### src/rtl/fp_add_result_stage.sv
// rtl/fp_add_result_stage.sv - registered 2-entry skid output stage for the fp16 adder
module fp_add_result_stage #(
  parameter int TAG_W   = 4,
  parameter int COUNT_W = 8
) (
  input  logic               clk,
  input  logic               rst,
  input  logic               in_valid,
  output logic               in_ready,
  input  logic [15:0]        in_r,
  input  logic [5:0]         in_flags,
  input  logic [TAG_W-1:0]   in_tag,
  output logic               out_valid,
  input  logic               out_ready,
  output logic [15:0]        out_r,
  output logic [5:0]         out_flags,
  output logic [TAG_W-1:0]   out_tag,
  input  logic               sticky_clr,
  output logic [3:0]         sticky_flags,
  output logic [COUNT_W-1:0] op_count
);

  // A stored word is {tag, r, flags}; flags sit in the low bits.
  localparam int WORD_W = TAG_W + 16 + 6;

  logic              skid_valid;
  logic [WORD_W-1:0] main_word;
  logic [WORD_W-1:0] skid_word;
  logic [WORD_W-1:0] in_word;
  logic              accept;
  logic              pop;
  logic              main_load_in;
  logic              main_load_skid;
  logic              skid_load;

  // Ready depends only on registered state so the adder sees no comb path from out_ready.
  assign in_ready = ~skid_valid;
  assign accept   = in_valid & in_ready;
  assign pop      = out_valid & out_ready;
  assign in_word  = {in_tag, in_r, in_flags};

  assign out_flags = main_word[5:0];
  assign out_r     = main_word[21:6];
  assign out_tag   = main_word[WORD_W-1:22];

  // Load decisions: input goes to main when main is free or draining, otherwise to skid.
  always_comb begin
    main_load_in   = 1'b0;
    main_load_skid = 1'b0;
    skid_load      = 1'b0;
    if (!skid_valid) begin
      if (accept && (!out_valid || pop)) begin
        main_load_in = 1'b1;
      end else if (accept) begin
        skid_load = 1'b1;
      end
    end else if (pop) begin
      main_load_skid = 1'b1;
    end
  end

  // Main entry valid bit and skid valid bit.
  always_ff @(posedge clk or posedge rst) begin
    if (rst) begin
      out_valid  <= 1'b0;
      skid_valid <= 1'b0;
    end else begin
      if (main_load_in) begin
        out_valid <= 1'b1;
      end else if (skid_load || main_load_skid) begin
        out_valid <= 1'b1;
      end else if (pop) begin
        out_valid <= 1'b0;
      end
      if (skid_load) begin
        skid_valid <= 1'b1;
      end else if (main_load_skid) begin
        skid_valid <= 1'b0;
      end
    end
  end

  // Data registers change only on a load, keeping outputs stable under backpressure.
  always_ff @(posedge clk or posedge rst) begin
    if (rst) begin
      main_word <= '0;
      skid_word <= '0;
    end else begin
      if (main_load_in) begin
        main_word <= in_word;
      end else if (main_load_skid) begin
        main_word <= skid_word;
      end
      if (skid_load) begin
        skid_word <= in_word;
      end
    end
  end

  // Sticky exception flags; an accept in the clear cycle survives the clear.
  always_ff @(posedge clk or posedge rst) begin
    if (rst) begin
      sticky_flags <= 4'b0000;
    end else if (sticky_clr) begin
      sticky_flags <= accept ? in_flags[3:0] : 4'b0000;
    end else if (accept) begin
      sticky_flags <= sticky_flags | in_flags[3:0];
    end
  end

  // Saturating accepted-operation counter.
  always_ff @(posedge clk or posedge rst) begin
    if (rst) begin
      op_count <= '0;
    end else if (accept && (op_count != {COUNT_W{1'b1}})) begin
      op_count <= op_count + 1'b1;
    end
  end

endmodule

### config.mk
export PLATFORM = sky130hd
export DESIGN_NAME = fp_add_result_stage
export DESIGN_NICKNAME = d
export VERILOG_FILES = /design/src/rtl/fp_add_result_stage.sv
export SDC_FILE = /design/constraint.sdc
export NUM_CORES = 1
export LEC_CHECK = 0
export ABC_AREA = 1
export CAP_MARGIN = 40
export CELL_PAD_IN_SITES_DETAIL_PLACEMENT = 1
export CELL_PAD_IN_SITES_GLOBAL_PLACEMENT = 1
export CORE_AREA = 10 10 139 90
export CTS_CLUSTER_DIAMETER = 50
export DETAILED_ROUTE_END_ITERATION = 7
export DIE_AREA = 0 0 149 100
export PLACE_DENSITY_LB_ADDON = 0.15
export SYNTH_ARGS = -nofsm -noshare
export SYNTH_HDL_FRONTEND = slang
export SYNTH_SLANG_ARGS = --single-unit
### constraint.sdc
create_clock -name clk -period 5.66 [get_ports clk]
set_input_delay 1.132 -clock clk [delete_from_list [all_inputs] [get_ports clk]]
set_output_delay 1.132 -clock clk [all_outputs]
set_load 0.02 [all_outputs]
**Selected gate families**

The bar under the picture is 50 µm long.
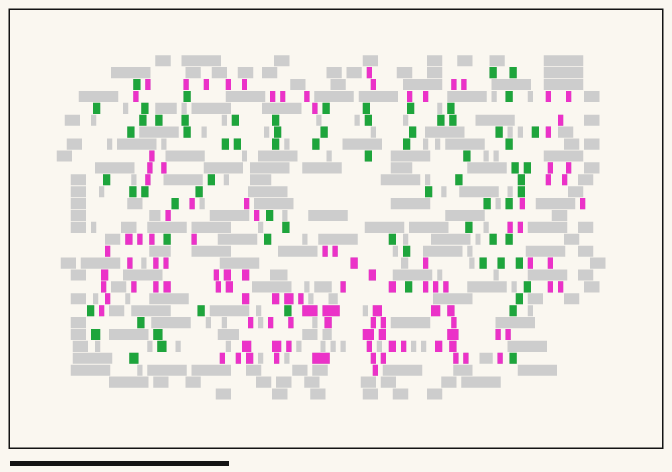
green -> inverting AOI/OAI gates  # cells 73
magenta -> NAND gates  # cells 110
Comb/total area: 0.2520
dominant logic cell type in the layout: nand2_1
Finished Layout Cells: 551

**Cells by drive strength**

The bar under the picture is 50 µm long.
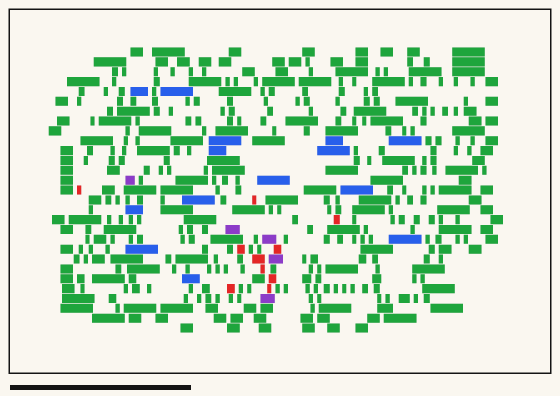
red -> drive 2  # cells 10, most used inv_2
blue -> drive 6 and up  # cells 14, most used clkbuf_16
purple -> drive 3 to 4  # cells 5
green -> drive 1 or less  # cells 383, most used nand2_1
Layout area overhead: 36.53%
final instance area: 4003 µm²
number of non-clock buffers: 71
fin worst setup slack: 2.722 ns

**Track usage over the die**

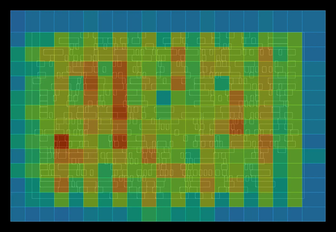
GRT met2 Usage: 0.1673
Wirelength per Cell: 15.01 µm
met1 usage: 0.1553

**Register map, names as in the netlist**

The bar under the picture is 50 µm long. Other sequential cells in the stronger grey, the rest of the logic in the fainter grey.
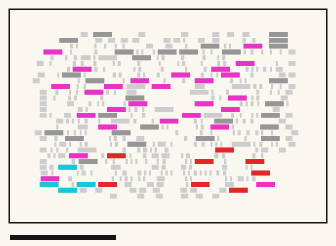
magenta -> `skid_word`  # flops 26
cyan -> `sticky_flags`  # flops 4, where bottom left
red -> `op_count`  # flops 8

**Cell classes on the final placement**

The bar under the picture is 50 µm long.
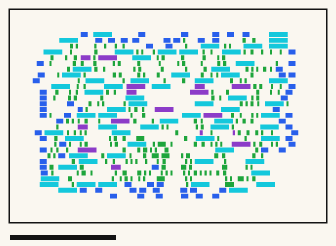
purple -> clock drivers and dummy loads  # cells 16, share of their area 7.9%
green -> all other logic  # cells 259, share of their area 30%
blue -> other buffers and delay cells  # cells 71, share of their area 18%
cyan -> flip-flops  # cells 66, share of their area 43%

==> results.cfg <==
; implementation run metrics
[run_status]
status = complete, no violations

[logic_synthesis]
ys_area_um2 = 2932
area_leaders = dfrtp_1, nand2_1, o21ai_0, inv_1, a21oi_1
ys_cells = 339
async_reset_ff_frac = 1.000
ys_seq_share = 0.5634
ys.flop_type = dfrtp_1
yosys-top-cells-count = nand2_1, dfrtp_1, inv_1, o21ai_0, nor2_1
synth_top_area_share = 0.5634
synth_cells = 339
ys_sh_mux = 0
ys_top_logic_family = simple AND/OR/NAND/NOR gates
top_cell = nand2_1
netlist_area_um2 = 2932
yosys_warnings = 0
yosysUniqueCellTypes = 24
aoi_share = 0.1263
ys_sh_simple = 0.2104
yosysTopAreaCell = dfrtp_1
ys_ff = 66
edf_count = 0
syn_area_per_cell_um2 = 8.648
adder_share = 0.004268
synthXorXnorAreaFrac = 0.002988
syn_nets = 371

[finish]
n_fill_cell = 1198
layout-drive-gt1-share = 0.07039
mi_logic_area_um2 = 1008
seq_area_um2 = 1652
antennaDiodeCount = 0
final_nets = 439

[clocking]
post_cts_resized = 0
cts_tree = yes
clk_path_buf_depth = 2
cts_buffers = 9
holdBufCountCts = 0
clock_latency_ns = 0.32
clock-sinks = 66
post_cts_buffers = 0
cts_root_buffer = clkbuf_16
path_clk_slew_ns = 0.05
htreeDepth = 3

[timing]
setup_viol = 0
finClkSkew_ns = 0.003440
finalCriticalPeriod_ns = 2.938
holdWs_ns = 0.4761
tightest_slew_ns = 0.7422
final_max_slew_viol_count = 0
grt_setup_unrepaired = false
finalClockPeriodUsage = 0.5191
fin_tns_setup_ns = 0
maxSlewHeadroom = 0.5034
hold_viol = 0
max_freq_mhz = 340.4

[grt]
grt_pass1_wl_um = 13950
grtUsageTotal = 0.1165
gr-total-overflow = 0
antenna_found_initial = 0
grt_pass1_vias = 2613
grt_max_degree = 53

[place]
dpl.hpwl_um = 5825
placed_area_um2 = 3700
gp_congestion = 0.7959
dp_cells = 535
port_buffers = 70

[worst_setup_path]
critPathBufInv = 2
cpPeakStageDelay_ns = 0.57
worstPathCellList = clkdlybuf4s50_1 -> inv_2 -> nor2_2 -> nand2_2 -> o21ai_0 -> nand2_1
end_kind = flip-flop
crit_required_ns = 5.86
critPathLaunchType = input port
path_class = in2reg
cp.arrival_ns = 3.14
rr_worst_depth = 4
crit_fanout = 46
r2r_end = main_word[20]$_DFFE_PP0P_
crit_family = simple AND/OR/NAND/NOR gates
rrSetupSlack_ns = 3.66
r2r-start = skid_valid$_DFFE_PP0P_
cp_slowest_cell = nand2_2

[job]
warning_count = 26
max-cap-violations = 0

[worst_hold_path]
hold_path_end = main_word[10]$_DFFE_PP0P_
hp-class = reg2reg
whs_path_depth = 2
worstHoldStart = main_word[10]$_DFFE_PP0P_

[power]
p_int_uw = 887.0
power_switching_share = 0.2186
p_clk_frac = 0.487
vdd_drop_max_mv = 0.1477
comb_power_share = 0.075
power_density_nw_per_um2 = 283.6
p_leak_nw = 1.939
switchingPower_uw = 248.1
seqPwrFrac = 0.438

[route]
vias = 2453
totalWireLength_um = 8271
drtIter0Drc = 104
antenna_left = 0
routed_via_density = 4.452
drc = 0
first_pass_iters = 4

[die]
die.size.y_um = 100
rows = 29
die-area_um2 = 14900
fp_util = 0.2885
num_io_pins = 71
die_w_um = 149
core_area_um2 = 10160
metal layers:
metal	vias up	part of all wire	global-route usage
met5	-	0	0
met2	52	0.43	0.1673
met3	6	0.068	0.04897
met4	0	0.0065	0.03606
li1	1209	-	-
met1	1186	0.50	0.1553
worst max-delay path by stage:
stage,start,end,slack (ns),cells after the start
final,in_valid,main_word[20]$_DFFE_PP0P_,2.72,6
after global routing,in_valid,main_word[4]$_DFFE_PP0P_,2.48,6
after CTS,in_valid,main_word[20]$_DFFE_PP0P_,2.70,6
after detailed placement,in_valid,main_word[18]$_DFFE_PP0P_,2.35,6
after global placement,in_valid,main_word[8]$_DFFE_PP0P_,2.45,7
after floorplan,rst,main_word[0]$_DFFE_PP0P_,2.87,1
final cells by class:
class	count	area share
clock inverter	1	0.001250
inverter	42	0.03939
sequential	66	0.4126
tap	139	0.04345
multi-input combinational	217	0.2520
timing repair buffer	71	0.1769
clock buffer	15	0.07440
worst register-to-register path, stage by stage (launching register included):
cell	delay [ns]
dfrtp_1	0.42
nor2_2	0.44
nand2_2	0.57
o21ai_0	0.37
nand2_1	0.08
flip-flops by register name (all words and copies together) (netlist names):
name,count
skid_valid,1
sticky_flags,4
out_valid,1
main_word,26
skid_word,26
op_count,8
cells in the final DEF, fill, tap and decap left out:
cell type,n
nor2_2,2
a21oi_1,21
nor2_4,2
o21ai_1,12
clkbuf_16,9
nand2_2,2
nor2_1,28
inv_2,4
o22ai_1,4
nand3_2,1
clkbuf_1,1
nand3_1,18
ha_1,1
nand2_4,2
clkdlybuf4s50_1,70
nand4_1,3
buf_4,1
o21ai_0,36
xnor2_1,1
inv_1,38
nand2_1,82
clkinv_2,1
nand3b_1,2
clkbuf_8,5
dfrtp_1,66
metrics by stage:
step	util	power (mW)	setup slack (ns)
2_1_floorplan	-	0.5376	2.873
3_3_place_gp	0.3642	0.5912	2.447
3_5_place_dp	0.3642	0.5930	2.348
4_1_cts	0.3940	1.156	2.696
5_1_grt	0.3940	1.184	2.477
6_report	0.3940	1.135	2.722
kinds of logic after synthesis:
logic type	Yosys count
buffers and inverters	56
AOI/OAI and AO/OA	73
xor gates and xnor gates	1
adders and majority gates	1
and+or+nand+nor	142
DFF	66
power groups by stage:
stage                     sequential, mW  combinational, mW  clock, mW
final                              0.497             0.0856      0.553
after detailed placement           0.505             0.0882          0
after global placement             0.504             0.0868          0
after global routing               0.499             0.0959      0.590
after floorplan                    0.516             0.0220          0
after CTS                          0.497             0.0885      0.571
Power is estimated from default activity; no workload was simulated.
